Design wb_burst_master, sky130hd; sources not shown.
final_placement.png
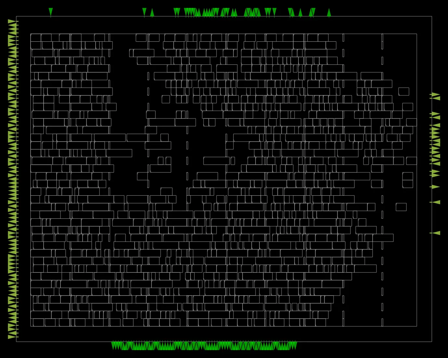
fraction of area in registers: 0.268
Seq cells: 119
final non-filler cell total: 1104
tapcell count: 180
core area: 0.0141 mm²

pins.png
Scale bar: 50 µm. Pins as bars across the die edge, other pins in grey.
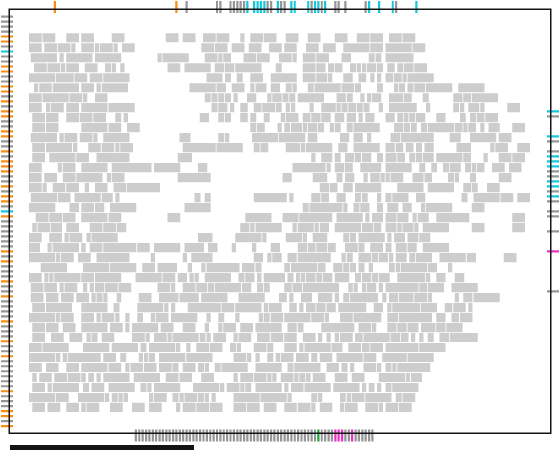
| port | colour | pins | direction | edge |
|---|---|---|---|---|
| wb_addr_o | cyan | 26 | output | 16 top, 8 right, 2 left |
| req_len | magenta | 5 | input | 4 bottom, 1 right |
| wb_we_o | green | 1 | output | bottom |
| wdata | orange | 32 | input | 30 left, 2 top |
Die Wd: 147 µm
Die Ht: 115 µm

zoom.png
Window x 100 to 120, y 76 to 96 µm. Cells in grey, sequential cells in the stronger grey; small squares are vias.
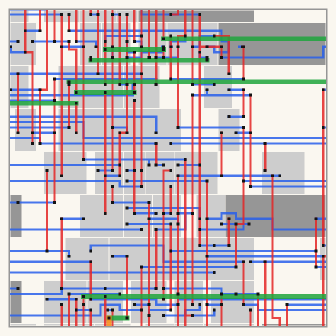
| layer | colour |
|---|---|
| met2 | red |
| met4 | orange |
| met1 | blue |
| met3 | green |
cells with their middle in the window: 30
sequential cells in the window: 2
most frequent: o21ai_0 (4), buf_4 (4), a21oi_1 (3)

==> notes.md <==
impl run done, here's what came out: flop-to-flop setup slack=-0.06 ns, syn nets=778, Yosys Chip Area=0.00549 mm², final antenna-violating net count=0, Clock power frac=0.416, Cell Rows=38, status=complete, but fails checks, CP max FO=3, Setup Buffers After CTS=2, met1 GRT Util=0.257, WP data required=1.71 ns, Registers, synthesis=119, clock buffer depth=2, sequential power share=0.361, Starting DRT DRC Count=476, Synth top cell by count=dfxtp_1, # setup viols final=32, dominant synthesized flop cell=dfxtp_1, first-pass iteration count of the detailed router=5, Log Warnings=31, Root Driver=clkbuf_16, post-cts hold-fix buffer tally=0, P_leak=3.38 nW, top cells, area=dfxtp_1 (43%), mux2i_1 (7.3%), nand2_1 (7.0%), a21oi_1 (6.1%), nor2_1 (5.0%), diode count=0, P per Cell Area=749 mW/mm², final hold slack=roughly 0.4 ns, CTS H-tree lvls=4, failing checks=negative setup slack, Fin. Hold Viols=0, total number of vias=5726, clk ins delay skew pair=0.42 ns, clk slew on worst S/H paths=approximately 0.060 ns, RSZ-0062 raised after global routing=yes, WS Path Type=register to output port, min Tclk post-route=2.35 ns, YS warnings=0, net switching fraction of the power=0.302, fin crit share=1.07, HP Class=register to register, post-route setup slack=-0.146 ns
## per-stage QoR
step / instances / utilization / area (µm²) / setup TNS (ns)
after floorplan: 661 / - / 5490 / 0
after global placement: 1067 / 0.576 / 8140 / -1.93
after detailed placement: 1067 / 0.576 / 8140 / -4.80
after CTS: 1101 / 0.625 / 8830 / -2.49
after global routing: 1104 / 0.632 / 8920 / -5.42
final: 1104 / 0.632 / 8920 / -1.02
## layout by cell type, fill, tap and decap left out, types with 22 or more instances in the layout
cell and instances:
a21oi_1 67, nand2_1 102, mux2i_1 39, dfxtp_1 115
nor2_1 71, clkdlybuf4s50_1 205, o21ai_0 22, buf_4 55
inv_1 22, nand3_1 26
## final cells by class
type	count	area (µm²)
Multi-Input combinational cell	475	2960
Tap cell	180	225
Fill cell	1156	5200
Sequential cell	119	2390
Timing Repair Buffer	273	2680
Inverter	25	93.8
Clock buffer	17	425
Clock inverter	15	156
## cell families after synthesis
| group | Yosys count | synth area share |
|---|---|---|
| simple gates | 265 | 0.226 |
| compound gates | 147 | 0.170 |
| flops | 119 | 0.434 |
| buf+inv | 67 | 0.0524 |
| mux | 40 | 0.0730 |
| fa+ha+maj | 12 | 0.0274 |
| xor+xnor | 10 | 0.0160 |
| other cells | 1 | 0.000683 |
## critical path: stages (launching register included)
cell	delay, ns
dfxtp_2	0.33
inv_2	0.05
ha_4	0.22
a211o_1	0.29
a31oi_4	0.18
a21boi_4	0.09
nor2_2	0.13
buf_2	0.15
## power by group through the flow
stage	Combinational [mW]	Sequential (mW)	Clock, mW
after floorplan	0.596	2.50	0
after global placement	1.39	2.45	0
after detailed placement	1.42	2.45	0
after CTS	1.46	2.41	2.83
after global routing	1.61	2.43	2.93
final	1.49	2.41	2.78
Power and IR drop assume default switching activity.
